## src/rtl/bru_pkg.sv

```systemverilog
// Shared types and constants for the branch resolve unit.
package bru_pkg;

  typedef enum logic [1:0] {
    BRU_BR   = 2'd0,
    BRU_JAL  = 2'd1,
    BRU_JALR = 2'd2
  } bru_kind_e;

  localparam logic [2:0] F3_BEQ  = 3'b000;
  localparam logic [2:0] F3_BNE  = 3'b001;
  localparam logic [2:0] F3_BLT  = 3'b100;
  localparam logic [2:0] F3_BGE  = 3'b101;
  localparam logic [2:0] F3_BLTU = 3'b110;
  localparam logic [2:0] F3_BGEU = 3'b111;

  // Control part of the S1 payload; wide fields live beside it so XLEN stays a module parameter.
  typedef struct packed {
    logic taken;
    logic illegal;
    logic pred_taken;
  } s1_ctrl_t;

endpackage

```

## src/rtl/bru_cond.sv

```systemverilog
// Combinational B-type condition evaluator: funct3, d1, d2 -> cond, illegal.
module bru_cond #(
  parameter int XLEN = 32
) (
  input  logic [2:0]      funct3,
  input  logic [XLEN-1:0] d1,
  input  logic [XLEN-1:0] d2,
  output logic            cond,
  output logic            illegal
);
  import bru_pkg::*;

  // Select the comparison; the two unused encodings flag illegal and never satisfy the condition.
  always_comb begin
    cond    = 1'b0;
    illegal = 1'b0;
    case (funct3)
      F3_BEQ:  cond = (d1 == d2);
      F3_BNE:  cond = (d1 != d2);
      F3_BLT:  cond = ($signed(d1) < $signed(d2));
      F3_BGE:  cond = ($signed(d1) >= $signed(d2));
      F3_BLTU: cond = (d1 < d2);
      F3_BGEU: cond = (d1 >= d2);
      default: illegal = 1'b1;
    endcase
  end

endmodule

```

## src/rtl/branch_resolve_unit.sv

```systemverilog
// Two-stage branch/jump resolver (BR, JAL, JALR) with valid/ready on both sides.
// S1 holds the resolved condition and target, S2 holds next PC and mispredict.
// Optional statistics counters are built when BRU_STATS_EN is defined.
module branch_resolve_unit #(
  parameter int XLEN    = 32,
  parameter int PC_STEP = 4
`ifdef BRU_STATS_EN
  , parameter int STAT_W = 16
`endif
) (
  input  logic            clk,
  input  logic            rst_n,
  input  logic            flush,
  input  logic            in_valid,
  output logic            in_ready,
  input  logic [1:0]      in_kind,
  input  logic [2:0]      in_funct3,
  input  logic [XLEN-1:0] in_d1,
  input  logic [XLEN-1:0] in_d2,
  input  logic [XLEN-1:0] in_imm,
  input  logic [XLEN-1:0] in_pc,
  input  logic            in_pred_taken,
  input  logic [XLEN-1:0] in_pred_target,
  output logic            out_valid,
  input  logic            out_ready,
  output logic [XLEN-1:0] out_pc_new,
  output logic [XLEN-1:0] out_link,
  output logic            out_taken,
  output logic            out_mispredict,
  output logic            out_illegal,
  output logic            out_misalign
`ifdef BRU_STATS_EN
  ,
  output logic [STAT_W-1:0] stat_taken,
  output logic [STAT_W-1:0] stat_mispred
`endif
);
  import bru_pkg::*;

  logic            cond, cond_illegal;
  logic            s1_adv, s2_adv;
  logic [XLEN-1:0] jalr_sum, in_target, in_link;
  s1_ctrl_t        in_ctrl;

  logic            s1_valid_d, s1_valid_q;
  s1_ctrl_t        s1_ctrl_d, s1_ctrl_q;
  logic [XLEN-1:0] s1_target_d, s1_target_q;
  logic [XLEN-1:0] s1_link_d, s1_link_q;
  logic [XLEN-1:0] s1_pred_target_d, s1_pred_target_q;

  logic            s2_valid_d, s2_valid_q;
  logic [XLEN-1:0] s2_pc_new_d, s2_pc_new_q;
  logic [XLEN-1:0] s2_link_d, s2_link_q;
  logic            s2_taken_d, s2_taken_q;
  logic            s2_mispredict_d, s2_mispredict_q;
  logic            s2_illegal_d, s2_illegal_q;
  logic            s2_misalign_d, s2_misalign_q;

  bru_cond #(.XLEN(XLEN)) u_cond (
    .funct3  (in_funct3),
    .d1      (in_d1),
    .d2      (in_d2),
    .cond    (cond),
    .illegal (cond_illegal)
  );

  // A stage moves when its successor has room; flush always frees the input side.
  assign s2_adv   = !s2_valid_q || out_ready;
  assign s1_adv   = !s1_valid_q || s2_adv;
  assign in_ready = s1_adv || flush;

  // Decode the incoming op into taken/illegal and its transfer target.
  always_comb begin
    jalr_sum   = in_d1 + in_imm;
    in_link    = in_pc + XLEN'(PC_STEP);
    in_target  = in_pc + in_imm;
    in_ctrl    = '0;
    in_ctrl.pred_taken = in_pred_taken;
    case (in_kind)
      BRU_BR: begin
        in_ctrl.illegal = cond_illegal;
        in_ctrl.taken   = cond && !cond_illegal;
      end
      BRU_JAL:  in_ctrl.taken = 1'b1;
      BRU_JALR: begin
        in_ctrl.taken = 1'b1;
        in_target     = {jalr_sum[XLEN-1:1], 1'b0};
      end
      default:  in_ctrl.illegal = 1'b1;
    endcase
  end

  // Next-state for both pipeline stages, including stall hold and flush kill.
  always_comb begin
    s1_valid_d       = s1_valid_q;
    s1_ctrl_d        = s1_ctrl_q;
    s1_target_d      = s1_target_q;
    s1_link_d        = s1_link_q;
    s1_pred_target_d = s1_pred_target_q;
    s2_valid_d       = s2_valid_q;
    s2_pc_new_d      = s2_pc_new_q;
    s2_link_d        = s2_link_q;
    s2_taken_d       = s2_taken_q;
    s2_mispredict_d  = s2_mispredict_q;
    s2_illegal_d     = s2_illegal_q;
    s2_misalign_d    = s2_misalign_q;

    if (s1_adv) begin
      s1_valid_d = in_valid;
      if (in_valid) begin
        s1_ctrl_d        = in_ctrl;
        s1_target_d      = in_target;
        s1_link_d        = in_link;
        s1_pred_target_d = in_pred_target;
      end
    end

    if (s2_adv) begin
      s2_valid_d = s1_valid_q;
      if (s1_valid_q) begin
        s2_taken_d      = s1_ctrl_q.taken;
        s2_illegal_d    = s1_ctrl_q.illegal;
        s2_link_d       = s1_link_q;
        s2_pc_new_d     = s1_ctrl_q.taken ? s1_target_q : s1_link_q;
        s2_mispredict_d = (s1_ctrl_q.taken != s1_ctrl_q.pred_taken) ||
                          (s1_ctrl_q.taken && (s1_target_q != s1_pred_target_q));
        s2_misalign_d   = s1_ctrl_q.taken && s1_target_q[1];
      end
    end

    if (flush) begin
      s1_valid_d = 1'b0;
      s2_valid_d = 1'b0;
    end
  end

  // Pipeline registers.
  always_ff @(posedge clk or negedge rst_n) begin
    if (!rst_n) begin
      s1_valid_q       <= 1'b0;
      s1_ctrl_q        <= '0;
      s1_target_q      <= '0;
      s1_link_q        <= '0;
      s1_pred_target_q <= '0;
      s2_valid_q       <= 1'b0;
      s2_pc_new_q      <= '0;
      s2_link_q        <= '0;
      s2_taken_q       <= 1'b0;
      s2_mispredict_q  <= 1'b0;
      s2_illegal_q     <= 1'b0;
      s2_misalign_q    <= 1'b0;
    end else begin
      s1_valid_q       <= s1_valid_d;
      s1_ctrl_q        <= s1_ctrl_d;
      s1_target_q      <= s1_target_d;
      s1_link_q        <= s1_link_d;
      s1_pred_target_q <= s1_pred_target_d;
      s2_valid_q       <= s2_valid_d;
      s2_pc_new_q      <= s2_pc_new_d;
      s2_link_q        <= s2_link_d;
      s2_taken_q       <= s2_taken_d;
      s2_mispredict_q  <= s2_mispredict_d;
      s2_illegal_q     <= s2_illegal_d;
      s2_misalign_q    <= s2_misalign_d;
    end
  end

  assign out_valid      = s2_valid_q;
  assign out_pc_new     = s2_pc_new_q;
  assign out_link       = s2_link_q;
  assign out_taken      = s2_taken_q;
  assign out_mispredict = s2_mispredict_q;
  assign out_illegal    = s2_illegal_q;
  assign out_misalign   = s2_misalign_q;

`ifdef BRU_STATS_EN
  logic [STAT_W-1:0] stat_taken_d, stat_taken_q;
  logic [STAT_W-1:0] stat_mispred_d, stat_mispred_q;

  // Count results the consumer actually takes; a result leaving during a flush is not counted.
  always_comb begin
    stat_taken_d   = stat_taken_q;
    stat_mispred_d = stat_mispred_q;
    if (s2_valid_q && out_ready && !flush) begin
      if (s2_taken_q && !(&stat_taken_q))
        stat_taken_d = stat_taken_q + STAT_W'(1);
      if (s2_mispredict_q && !(&stat_mispred_q))
        stat_mispred_d = stat_mispred_q + STAT_W'(1);
    end
  end

  // Statistics registers.
  always_ff @(posedge clk or negedge rst_n) begin
    if (!rst_n) begin
      stat_taken_q   <= '0;
      stat_mispred_q <= '0;
    end else begin
      stat_taken_q   <= stat_taken_d;
      stat_mispred_q <= stat_mispred_d;
    end
  end

  assign stat_taken   = stat_taken_q;
  assign stat_mispred = stat_mispred_q;
`endif

endmodule

```

## config.mk

```make
export PLATFORM = sky130hd
export DESIGN_NAME = branch_resolve_unit
export DESIGN_NICKNAME = d
export VERILOG_FILES = /design/src/rtl/bru_pkg.sv /design/src/rtl/bru_cond.sv /design/src/rtl/branch_resolve_unit.sv
export SDC_FILE = /design/constraint.sdc
export NUM_CORES = 1
export LEC_CHECK = 0
export CAP_MARGIN = 20
export CORE_UTILIZATION = 48
export CTS_CLUSTER_DIAMETER = 150
export DETAILED_ROUTE_END_ITERATION = 8
export GPL_TIMING_DRIVEN = 0
export PLACE_DENSITY = 0.76
export SLEW_MARGIN = 20
export SYNTH_ARGS = -nofsm -noshare
export SYNTH_HDL_FRONTEND = slang
export SYNTH_SLANG_ARGS = --single-unit
```

## constraint.sdc

```tcl
create_clock -name clk -period 2.75 [get_ports clk]
set_clock_uncertainty 0.15 [all_clocks]
set_input_delay 0.4125 -clock clk [delete_from_list [all_inputs] [get_ports clk]]
set_output_delay 0.4125 -clock clk [all_outputs]
set_load 0.02 [all_outputs]
```

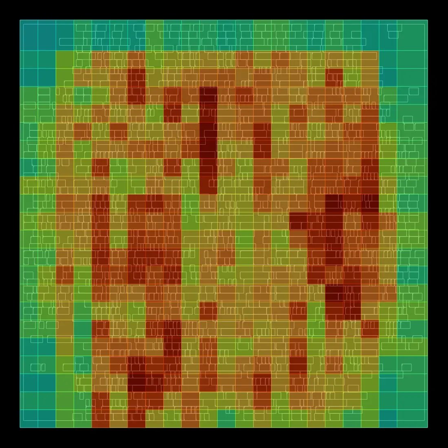
*Routing congestion, run 1*
gr busiest metal: met2
total routing usage reported by global routing: 29.5%

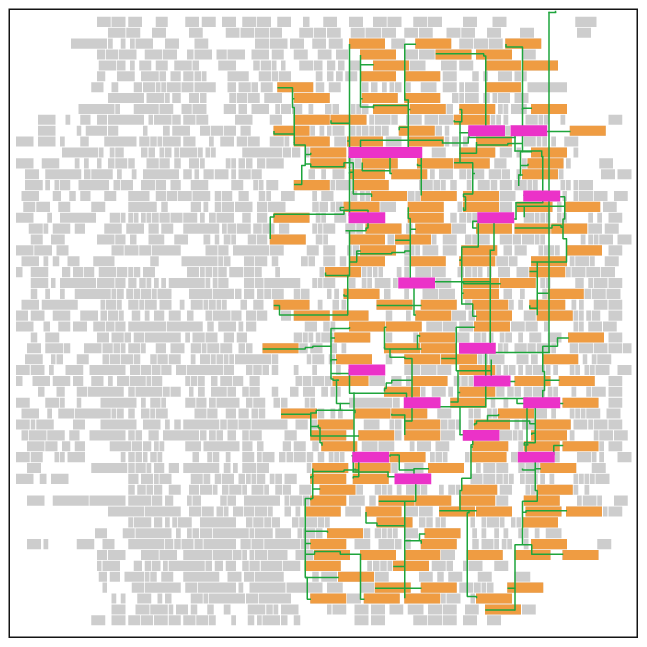
*Clock wires, drivers and flops, run 1*
Scale: 4 px per µm.
legend:
  green:
    item: clock wires
    length: 1710 µm
  orange:
    item: flip-flops
    count: 169
  magenta:
    item: cells driving clock nets
    count: 17
routed clock nets: 18

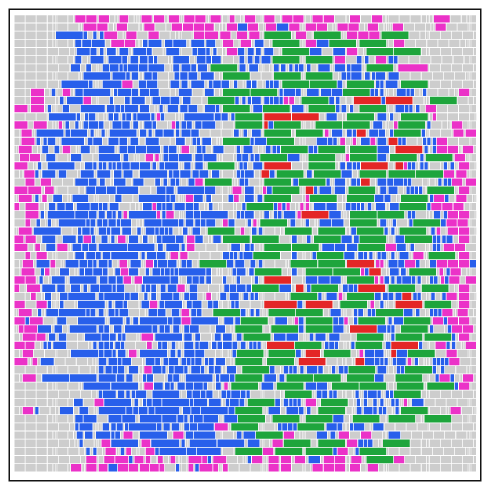
*Placement by cell class, run 1*
Scale: 3 px per µm. Fill, decap, tap and diode cells in gray.
legend:
  blue:
    class: all other logic
    cells: 1098
  green:
    class: flops
    cells: 169
  red:
    class: clock drivers and dummy loads
    cells: 31
  magenta:
    class: other buffers and delay cells
    cells: 308
Floorplan Core Area: 23500 µm²
final standard cell utilization of the core: 68.2%
number of core rows: 56
flop share of the area: 26.4%
post-route standard cell area excluding fillers: 16000 µm²

==> summary.txt, run 1 <==
Notes on the physical design

The placer congestion estimate is 0.933. The number of warnings issued by yosys is 0. The synth_stat.txt file lists the number of cells as 1310. The proportion of cell area spent on the clock network is 3.52%. The final antenna diode tally reported by the flow is 3. The detailed router reported a total wirelength of 36600 µm. In this run the static leakage power is 7.19 nW.

In the layout the commonest cells are sky130_fd_sc_hd__nand2_1 (242), sky130_fd_sc_hd__dfrtp_1 (169), sky130_fd_sc_hd__clkdlybuf4s50_1 (155). After clock tree synthesis, the flow added hold-fix buffers numbering 1. The async set-reset flop share out of synthesis is 100%. Data on the critical path is required at its endpoint by 2890 ps. Yosys attributes the largest share of cell area to sky130_fd_sc_hd__dfrtp_1 (37%), sky130_fd_sc_hd__ha_1 (11%), sky130_fd_sc_hd__nand2_1 (8.0%).

The highest layer touched by signal routing is met4. The number of port buffers is 239. The report lists the number of cells resized after CTS as 145.

The headroom to the max-slew limit is 38.9%. The endpoint identified for the worst register-to-register timing path is s1_target_q[5]$_DFFE_PN0P_. The total number of vias is 10851.

For this run, the detailed router reports a per-instance via density of 5.63. The setup path with the least slack is of type in -> reg. After legalization and detailed placement, the total HPWL measured 28400 µm. Endpoints with negative setup slack in the final report add up to 0. The synthesized netlist has a Yosys-reported chip area of 11500 µm².

The launching point of the worst reg2reg path is out_valid$_DFFE_PN0P_. The clock-pin slew on the worst setup and hold paths is 60 ps. The post-CTS repair timing setup buffer count is 11.

The number of standard cells after synthesis is 1310. The detailed-route wire length per cell is 19.0 µm. The floorplan report gives the top-level pin count as 241.

The startpoint identified for the worst hold timing path is in_pc[2]. The area of the mapped netlist is 11500 µm². Post-route period utilization is reported as 98.6%. The worst path arrival time is 2850 ps. STA classifies the critical path endpoint as a flop. The first TritonRoute pass finished after 5 iterations. Between the synthesized netlist and the finished layout, the area growth was recorded as 39.4%. The synthesized design spends more area on one cell type than any other, namely sky130_fd_sc_hd__dfrtp_1. The level count of the clock H-tree is 4.

By count the netlist is led by sky130_fd_sc_hd__nand2_1 (244), sky130_fd_sc_hd__dfrtp_1 (169), sky130_fd_sc_hd__o21ai_0 (126), sky130_fd_sc_hd__ha_1 (97), sky130_fd_sc_hd__nor2_1 (68). The final-report hold violation count is 0. According to the CTS report, the clock sink count is 169.

The design draws 8.68 mW. The critical path starts at in_d2[5]. According to the floorplan report, the total die area is 24500 µm². The max-cap violation count is 0. The worst min-delay path endpoint is s1_link_q[2]$_DFFE_PN0P_. The net count of the finished layout is 1864. The minimum clock period after layout is 2710 ps.

TritonCTS built the clock tree. The sequential area share after synthesis is 36.8%. The run finished with clean final reports. In this run the clock root is driven by a sky130_fd_sc_hd__clkbuf_16. Based on the critical path, the design can be clocked at up to 369 MHz. The logic share of the area is 49.2%. The tap cell instance count is 319. The sum of overflow across all layers after global routing is 0.

The end of the critical path is s1_ctrl_q[2]$_DFFE_PN0P_. In the synthesized netlist the dominant register cell turns out to be sky130_fd_sc_hd__dfrtp_1. The wire length on met3 is 2070 µm. For this configuration, the core starts out at a cell density of 48.9%. The sequential cell count is 169.
## run 1: cell families after synthesis
| group | synth area share, % |
|---|---|
| AND-OR/OR-AND | 17.6 |
| XOR/XNOR | 7.78 |
| adder cells (fa/ha/maj) | 10.9 |
| buffers and inverters | 3.30 |
| flip-flops | 36.8 |
| multiplexers | 6.77 |
| AND/OR/NAND/NOR | 16.8 |
## run 1: per-stage QoR
stage	setup TNS, ps	cells	instance area [µm²]	hold WS (ps)
2_1_floorplan	0	1310	11600	-33.1
3_3_place_gp	-983470	1868	14400	308
3_5_place_dp	-43100	1869	14400	267
4_1_cts	-65.7	1912	15500	289
5_1_grt	-120	1928	16000	136
6_report	0	1928	16000	134
## run 1: critical path: stages
cell and delay [ps]:
sky130_fd_sc_hd__clkdlybuf4s50_1 460, sky130_fd_sc_hd__inv_1 70, sky130_fd_sc_hd__ha_4 220, sky130_fd_sc_hd__a21o_1 150, sky130_fd_sc_hd__a21o_1 180, sky130_fd_sc_hd__a21oi_2 120, sky130_fd_sc_hd__o21ai_2 80, sky130_fd_sc_hd__a21oi_2 200
sky130_fd_sc_hd__o221ai_2 120, sky130_fd_sc_hd__mux4_2 460, sky130_fd_sc_hd__a221o_1 380
## run 1: report_power, final
group | internal [mW] | switching (mW) | leakage (nW)
sequential | 2.89 | 0.391 | 2.07
clock | 1.28 | 0.982 | 0.264
combinational | 1.51 | 1.62 | 4.86
total | 5.68 | 3.00 | 7.19
## run 1: registers in the layout (all words and copies together) (netlist names), 3 cells and up
register / flops
s1_ctrl_q: 3
s1_link_q: 32
out_pc_new: 32
s1_target_q: 32
s1_pred_target_q: 32
out_link: 32
## run 1: routing by layer
layer	vias up	track usage [%]
met3	67	3.35
met4	0	10.9
met2	418	49.7
met5	-	0
met1	5195	39.1
li1	5171	-
## Run 2: what changed since run 1
CTS_CLUSTER_DIAMETER = 100   (was 150)
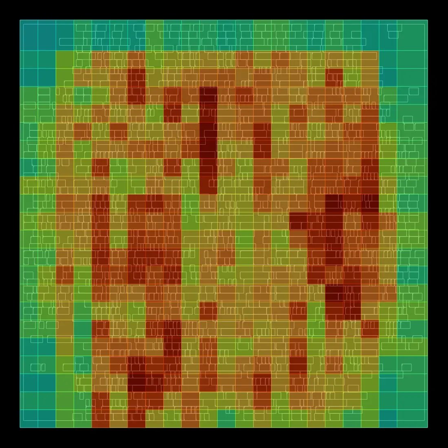
*Routing congestion, run 2*
wire length per cell: 19.0 µm
met1 track demand over resource: 39.1%
global routing usage on met3: 3.35%
fraction of met2 tracks used by global routing: 49.7%

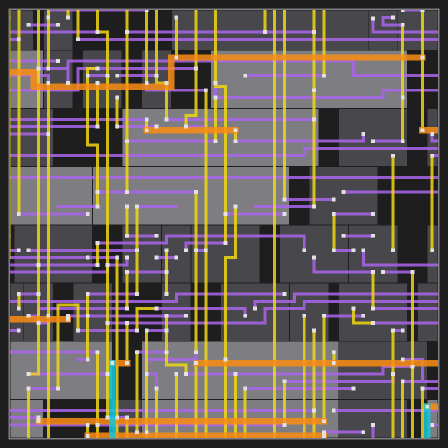
*Zoomed window, run 2*
Region (107, 107) to (127, 127) µm. Cells in gray, sequential cells in the stronger gray; small squares are vias.
legend:
  purple:
    layer: met1
  orange:
    layer: met3
  yellow:
    layer: met2
  cyan:
    layer: met4
netlist names of flops here include: out_pc_new (5), s1_pred_target_q (1)
cells with their middle in the window: 31
most frequent: nand2_1 (6), dfrtp_1 (6), xnor2_1 (5)
sequential cells in the window: 6

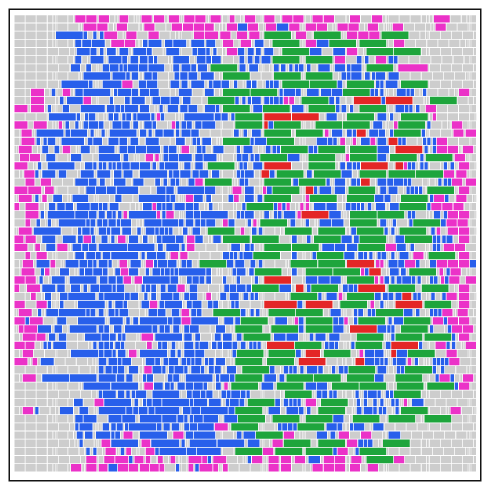
*Placement by cell class, run 2*
Scale: 3 px per µm. Fill, decap, tap and diode cells in gray.
legend:
  green:
    class: flops
    cells: 169
  red:
    class: clock drivers and dummy loads
    cells: 31
  blue:
    class: all other logic
    cells: 1098
  magenta:
    class: other buffers and delay cells
    cells: 308

==> summary.txt, run 2 <==
Notes on the physical design

The flow ran to the end, and the final reports show no timing, DRC or antenna violations. Yosys reported that registers with async set or reset make up 100%. Per the detail_route log, met3 wirelength is 2070 µm. The number of port buffers is 239. The routed layout has 10851 vias.

For this design, the slowest cell found on the critical path is sky130_fd_sc_hd__clkdlybuf4s50_1. The floorplan die area is 24500 µm². Excluding fillers, the count of instances in the completed layout stands at 1928. The headroom to the max-slew limit is 38.9%. The net count of the finished layout is 1864. Sorting the synthesized cells by how often they occur yields sky130_fd_sc_hd__nand2_1 (244), sky130_fd_sc_hd__dfrtp_1 (169), sky130_fd_sc_hd__o21ai_0 (126), sky130_fd_sc_hd__ha_1 (97), sky130_fd_sc_hd__nor2_1 (68). The number of buffers and inverters on the critical path is 2. The leakage power total is 7.19 nW. The final-report hold violation count is 0. At the end of the flow the core is filled with cells to 68.2%.

The average instance area after synthesis is 8.76 µm². The depth of the worst hold-timing path is 2. The total of endpoints with negative setup slack in the final report is 0. The launch point of the worst path is in_d2[5]. For reference, the critical path cell chain is clkdlybuf4s50_1, inv_1, ha_4, a21o_1, a21o_1, a21oi_2, o21ai_2, a21oi_2, o221ai_2, mux4_2, a221o_1. The synthesized netlist has a Yosys-reported chip area of 11500 µm².

Warnings reported by Yosys during synthesis add up to 0. Post-route period utilization is reported as 98.6%. The summed negative setup slack over all endpoints is 0 ps. The minimum clock period after layout is 2710 ps. The post-placement cell count is 1869. For this run the aggregate overflow at the end of global routing stands at 0.

The largest single stage delay on the critical path is 460 ps. According to the CTS report, the clock sink count is 169. Synthesis produced a netlist whose cell count is 1310. The launching point of the worst reg2reg path is out_valid$_DFFE_PN0P_. The most frequently used cell type in the post-synthesis netlist is sky130_fd_sc_hd__nand2_1. Per the CTS log, the root buffer master is sky130_fd_sc_hd__clkbuf_16.

The most common logic cells in the final layout are sky130_fd_sc_hd__nand2_1 (242), sky130_fd_sc_hd__dfrtp_1 (169), sky130_fd_sc_hd__clkdlybuf4s50_1 (155). The final tally of max-slew violations is 0. The synthesized netlist occupies a cell area of 11500 µm².

The via-per-instance ratio is 5.63. On the critical path the data arrives at 2850 ps. The residual DRC count is 0. The final power report lists total power as 8.68 mW.

The biggest area consumer among synthesized cells is sky130_fd_sc_hd__dfrtp_1. The synthesized netlist was found by Yosys to have 1310 cells. After synthesis, the cell types taking the most area are sky130_fd_sc_hd__dfrtp_1 (37%), sky130_fd_sc_hd__ha_1 (11%), sky130_fd_sc_hd__nand2_1 (8.0%).

The beginning of the worst hold path is in_pc[2]. The end of the critical path is s1_ctrl_q[2]$_DFFE_PN0P_. Signal nets in the final route climb as high as met4. The capturing element type of the critical path is a flop. After synthesis, flip-flops and latches occupy 36.8% of the total area. The first detailed-routing pass took 5 iterations. On the reported timing paths, the clock transition at the registers reads 60 ps. The max-cap violation count is 0. The kind of cell with the highest combined delay along the critical path is AND-OR/OR-AND gates. The worst setup path is of the in -> reg kind.

The worst register-to-register path ends at s1_target_q[5]$_DFFE_PN0P_. Compared with the post-synthesis result, the final layout area differs by 39.4%. The timing report gives the worst reg2reg path a setup slack of 190 ps. The CTS tree is built. Looking at the clock tree report, the H-tree level count equals 4. The global router's overall resource usage is 29.5%.

The maximum clock frequency is 369 MHz. The fraction of the core area occupied by cells at floorplan is 48.9%. The number of global-route vias before repair was 10310.

The placer congestion estimate is 0.933. The most used flip-flop cell after synthesis is sky130_fd_sc_hd__dfrtp_1. Once detailed placement completed, the half-perimeter wirelength came to 28400 µm. The tightest hold path in the finished design has a slack of 134 ps. The instance count on the critical path is 11. In the hold report, the worst path ends at s1_link_q[2]$_DFFE_PN0P_. The critical path data required time is 2890 ps. After floorplanning, the core was sized to cover 23500 µm². The total number of placement rows is 56.
==> run 2: report_power, final <==
group | internal [mW] | switching, mW
sequential | 2.89 | 0.391
clock | 1.28 | 0.982
combinational | 1.51 | 1.62
total | 5.68 | 3.00
==> run 2: routing by layer <==
layer  up-vias  global-route usage, %
li1       5171                      -
met1      5195                   39.1
met2       418                   49.7
met3        67                   3.35
met4         0                   10.9
met5         -                      0
==> run 2: timing repair <==
action,in CTS,in global routing
endpoints found under the setup margin,36,31
pin swaps,32,61
cloned,0,0
setup buffers,11,13
endpoints found under the hold margin,72,0
gates resized,145,160
hold buffers,1,0
==> run 2: metrics by stage <==
step	worst slack [ps]	area [µm²]
2_1_floorplan	3.27	11600
3_3_place_gp	-5620	14400
3_5_place_dp	-1010	14400
4_1_cts	-35.6	15500
5_1_grt	-48.7	16000
6_report	39.6	16000
==> run 2: final cells by class <==
| class | count | area [µm²] | area share [%] |
|---|---|---|---|
| Multi-Input combinational cell | 1040 | 7870 | 49.2 |
| Sequential cell | 169 | 4230 | 26.4 |
| Timing Repair Buffer | 265 | 2550 | 15.9 |
| Clock buffer | 19 | 443 | 2.77 |
| Tap cell | 319 | 399 | 2.49 |
| Inverter | 58 | 218 | 1.36 |
| Buffer | 43 | 168 | 1.05 |
| Clock inverter | 12 | 120 | 0.751 |
| Antenna cell | 3 | 7.51 | 0.0469 |
==> run 2: cell families after synthesis <==
group | count (synthesis) | share of synthesized area, %
xor gates and xnor gates | 102 | 7.78
and+or+nand+nor | 440 | 16.8
DFF | 169 | 36.8
adders and majority gates | 99 | 10.9
AOI/OAI and AO/OA | 327 | 17.6
muxes | 72 | 6.77
buffers and inverters | 101 | 3.30
### PDN straps and rails, run 2

Scale: 2 px per µm. Pins as bars on the die edge.
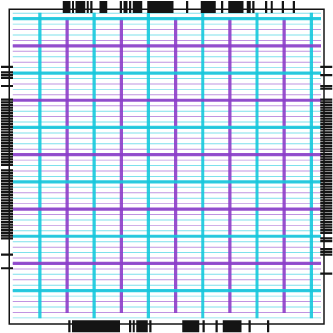

## Run 3: what changed since run 2
CORE_ASPECT_RATIO = 0.5   (was unset)
CTS_CLUSTER_SIZE = 14   (was unset)
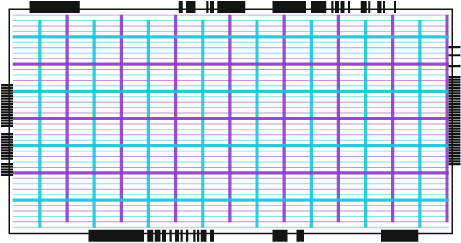
*PDN straps and rails, run 3*
Scale: 2 px per µm. Pins as bars on the die edge.
legend:
  purple:
    net: VDD
  cyan:
    net: VSS
met4 straps: 16
met1 rails: 40
rows: 39
met5 straps: 7
signal pins: 241
die x size: 221 µm
peak ir drop on the vdd network: 0.499 mV
Floorplan Core Area: 23100 µm²
die height: 111 µm

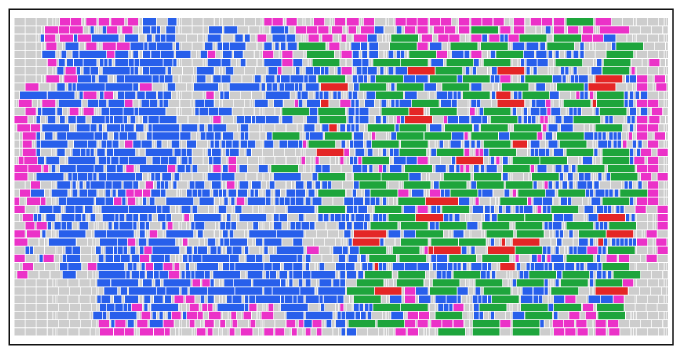
*Placement by cell class, run 3*
Scale: 3 px per µm. Fill, decap, tap and diode cells in gray.
legend:
  green:
    class: flops
    cells: 169
  red:
    class: clock drivers and dummy loads
    cells: 31
  magenta:
    class: other buffers and delay cells
    cells: 312
  blue:
    class: all other logic
    cells: 1098
post-route standard cell area excluding fillers: 16200 µm²
final standard cell utilization of the core: 69.9%
number of core rows: 39

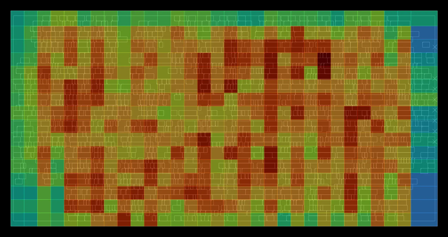
*Routing congestion, run 3*
global routing usage on met3: 4.95%
wire length per cell: 21.3 µm
fraction of met2 tracks used by global routing: 50.2%
total routing usage reported by global routing: 33.0%
met1 track demand over resource: 49.3%

==> summary.txt, run 3 <==
Notes on the physical design

The most critical hold endpoint after final layout shows a slack of 161 ps. The headroom to the max-slew limit is 41.4%. The final critical path takes up 102% of the cycle. The type of the worst setup path is in -> reg.

For the clock group, total power comes out at 2.46 mW. Global routing finished with a remaining overflow of 0. The number of sinks driven by the clock tree is 169.

The flow reported a cell area power density of 559 nW/µm². In this run, the synthesized area fraction spent on xor and xnor cells is recorded as 7.78%. The power report shows net switching accounting for 34.2% of the total. The number of port buffers is 239. The maximum clock frequency is 356 MHz.

The final-report hold violation count is 0. The fraction of final layout cells sized beyond drive strength 1 is 17.5%. The level count of the clock H-tree is 4. The cell-mix breakdown from Yosys lists the compound-gate area share as 17.6%. The average instance area after synthesis is 8.76 µm². Across all setup checks in the final design, the least slack found is -61.0 ps. The number of cells in Yosys stat is 1310. The routed layout has 11174 vias. The residual DRC count is 8. Looking at the critical path, the single cell with the biggest stage delay is sky130_fd_sc_hd__a311oi_4.

Per the cell usage report, the commonest logic cell in the layout is sky130_fd_sc_hd__nand2_1. Summed over its instances, the top area cell type makes up 36.8% of the synthesized netlist area. After Yosys synthesis, full adders, half adders and majority gates account for 10.9% of the synthesized area. The combinational cell fraction of total power is 36.2%. The highest routed metal layer is met4. The wire length recorded after detailed routing is 40800 µm. The leakage power total is 7.21 nW.

The warning total across the stage logs is 32. The net switching component of the power is 3.08 mW. The estimated wirelength of the detail-placed design is 31400 µm. The internal power of the cells totals 5.94 mW.

The first global-routing pass estimated 61200 µm of wire. The count of library flops with an enable pin is 0. The placer congestion estimate is 0.924. Traced cell by cell, the critical path runs through dlygate4sd2_1, ha_4, a311oi_4, nor3_4, o211ai_1, buf_4, buf_4, buf_4, buf_4, a21o_1, nand2_2, a21o_1, a21oi_2, mux2i_2, o31a_1. Relative to the synthesized area, the layout overhead comes to 40.7%.

Entering global routing, the biggest net connects 101 pins. Data arrives at the worst endpoint at 3030 ps. Setup repair after global routing could not meet its margin everywhere. The critical path data required time is 2970 ps. The min-delay analysis places its worst path in the category in -> reg. Sorting the Yosys area breakdown by cell type puts at the top sky130_fd_sc_hd__dfrtp_1.

The number of warnings issued by yosys is 0. The kind of cell adding the most delay to the critical path is AND-OR/OR-AND gates. The floorplan die area is 24600 µm². The fraction of the core area occupied by cells at floorplan is 49.6%. The peak fanout along the critical path is 2. The worst path in the final design needs a cycle of 2810 ps, including I/O delays and setup. The number of buffers created by CTS is 17. The power consumed by combinational cells is 3.27 mW. The clock-pin slew on the worst setup and hold paths is 60 ps. The fraction of power consumed by the clock network is 27.2%. Pin placement for this block handled 241 I/O pins. The synthesis report lists the most area-consuming cells as sky130_fd_sc_hd__dfrtp_1 (37%), sky130_fd_sc_hd__ha_1 (11%), sky130_fd_sc_hd__nand2_1 (8.0%). The summed negative setup slack over all endpoints is -70.4 ps. For reference, the top cells by count after synthesis are sky130_fd_sc_hd__nand2_1 (244), sky130_fd_sc_hd__dfrtp_1 (169), sky130_fd_sc_hd__o21ai_0 (126), sky130_fd_sc_hd__ha_1 (97), sky130_fd_sc_hd__nor2_1 (68). The final reports fail on DRC, setup timing. The net count of the finished layout is 1868. The root cell of the clock tree is sky130_fd_sc_hd__clkbuf_16. The post-route report lists met1 wire length as 18700 µm. The floorplan net count is 1580. The group drawing the most power is registers. Yosys shows that the main logic family after synthesis is AND-OR/OR-AND gates. The final tally of max-slew violations is 0.

The capturing element type of the critical path is a flop. The skew report gives the latency at the later pin of the worst-skew pair as 430 ps. Looking at the cell usage after synthesis, the top flip-flop cell is sky130_fd_sc_hd__dfrtp_1.

The max-cap violation count is 0. Nets still carrying antenna violations after routing amount to 0. The relative contribution of sequential cells to total power is 36.6%.

The most frequently used cell type in the post-synthesis netlist is sky130_fd_sc_hd__nand2_1. The cell count after synthesis came out at 1310. For reference, the mux area share after synthesis is 6.77%. The number of global-route vias before repair is 11030. The total cell area reported by yosys after synthesis is 11500 µm². The final antenna diode tally reported by the flow is 0.

The area of the mapped netlist is 11500 µm². After Yosys synthesis, and, or, nand and nor cells account for 16.8% of the synthesized area. The met2 wire length is 17900 µm. After synthesis the netlist holds a flip-flop and latch count of 169. In this design, the stage delay of the slowest critical-path cell is 340 ps.

Sequential cells were found to cover 36.8% of the synthesized design area. The total of endpoints with negative setup slack in the final report is 3. The post-synthesis cell type count is 60. The CTS tree is built. The maximum buffer depth of the clock tree is 2. After layout, the design draws a total of 9.03 mW. Ranking logic cells in the layout by count gives the top entries sky130_fd_sc_hd__nand2_1 (241), sky130_fd_sc_hd__dfrtp_1 (169), sky130_fd_sc_hd__clkdlybuf4s50_1 (152). Per the synth stats, the proportion of register bits with asynchronous set or reset is 100%.

The non-filler instance count after layout is 1917. The count of filler cells inserted in the layout is 1785. The via-per-instance ratio is 5.83. The number of buffers and inverters on the critical path is 5. After detailed placement, the design holds a cell count of 1857. The count of TritonRoute iterations in the first routing pass is 9. Once iteration 0 of detailed routing completed, the report listed 1133 DRC markers. The placement-stage cell area is 14400 µm². The worst setup path is launched from an input pin. The minimum setup slack after placement is -1090 ps.

The run finished, with violations left. The most common cell type on the critical path is sky130_fd_sc_hd__buf_4. The initial antenna violation count came to 1. The sequential power is 3.30 mW. Per the detail_route log, met3 wirelength is 3390 µm.
## run 3: cell counts after synthesis
Identical to the previous run, type by type.
## run 3: path summary, 6_finish.rpt
kind                                           start                               end  cells past startpoint  slack [ps]
hold reg to reg            out_pc_new[0]$_DFFE_PN0P_         out_pc_new[0]$_DFFE_PN0P_                      2         330
setup / recovery                            in_d1[2]       s1_target_q[19]$_DFFE_PN0P_                     15         -60
max in group asynchronous                      rst_n  s1_pred_target_q[11]$_DFFE_PN0P_                      3        1200
setup reg to reg               out_valid$_DFFE_PN0P_          out_link[27]$_DFFE_PN0P_                      5         170
hold / removal                              in_pc[0]          s1_link_q[0]$_DFFE_PN0P_                      3         160
min in group asynchronous                      rst_n          out_link[30]$_DFFE_PN0P_                      2         380
## run 3: what timing repair did
item,in CTS,in global routing
endpoints found under the setup margin,26,52
pin swaps,44,60
resized,196,164
cloned,0,0
buffers inserted,18,10
hold buffers,1,0
hold endpoints to repair,69,0
## run 3: cells by family after synthesis
| kind of cell | after synthesis |
|---|---|
| AND/OR/NAND/NOR | 440 |
| AND-OR/OR-AND | 327 |
| flip-flops | 169 |
| XOR/XNOR | 102 |
| buffers and inverters | 101 |
| adder cells (fa/ha/maj) | 99 |
| multiplexers | 72 |
## run 3: area by class of cell
class                           instances  area, µm²  share of cell area (%)
Timing Repair Buffer                  269       2570                    15.9
Clock inverter                          7        115                   0.712
Tap cell                              307        384                    2.38
Buffer                                 43        169                    1.05
Sequential cell                       169       4230                    26.2
Clock buffer                           24        492                    3.04
Multi-Input combinational cell       1040       7980                    49.4
Inverter                               58        218                    1.35
## run 3: metal layers
metal | track usage, % | vias to the layer above
li1 | - | 5189
met3 | 4.95 | 69
met4 | 7.21 | 0
met5 | 0 | -
met2 | 50.2 | 461
met1 | 49.3 | 5455
No activity file was given, so power comes from the tool's default toggle rates.
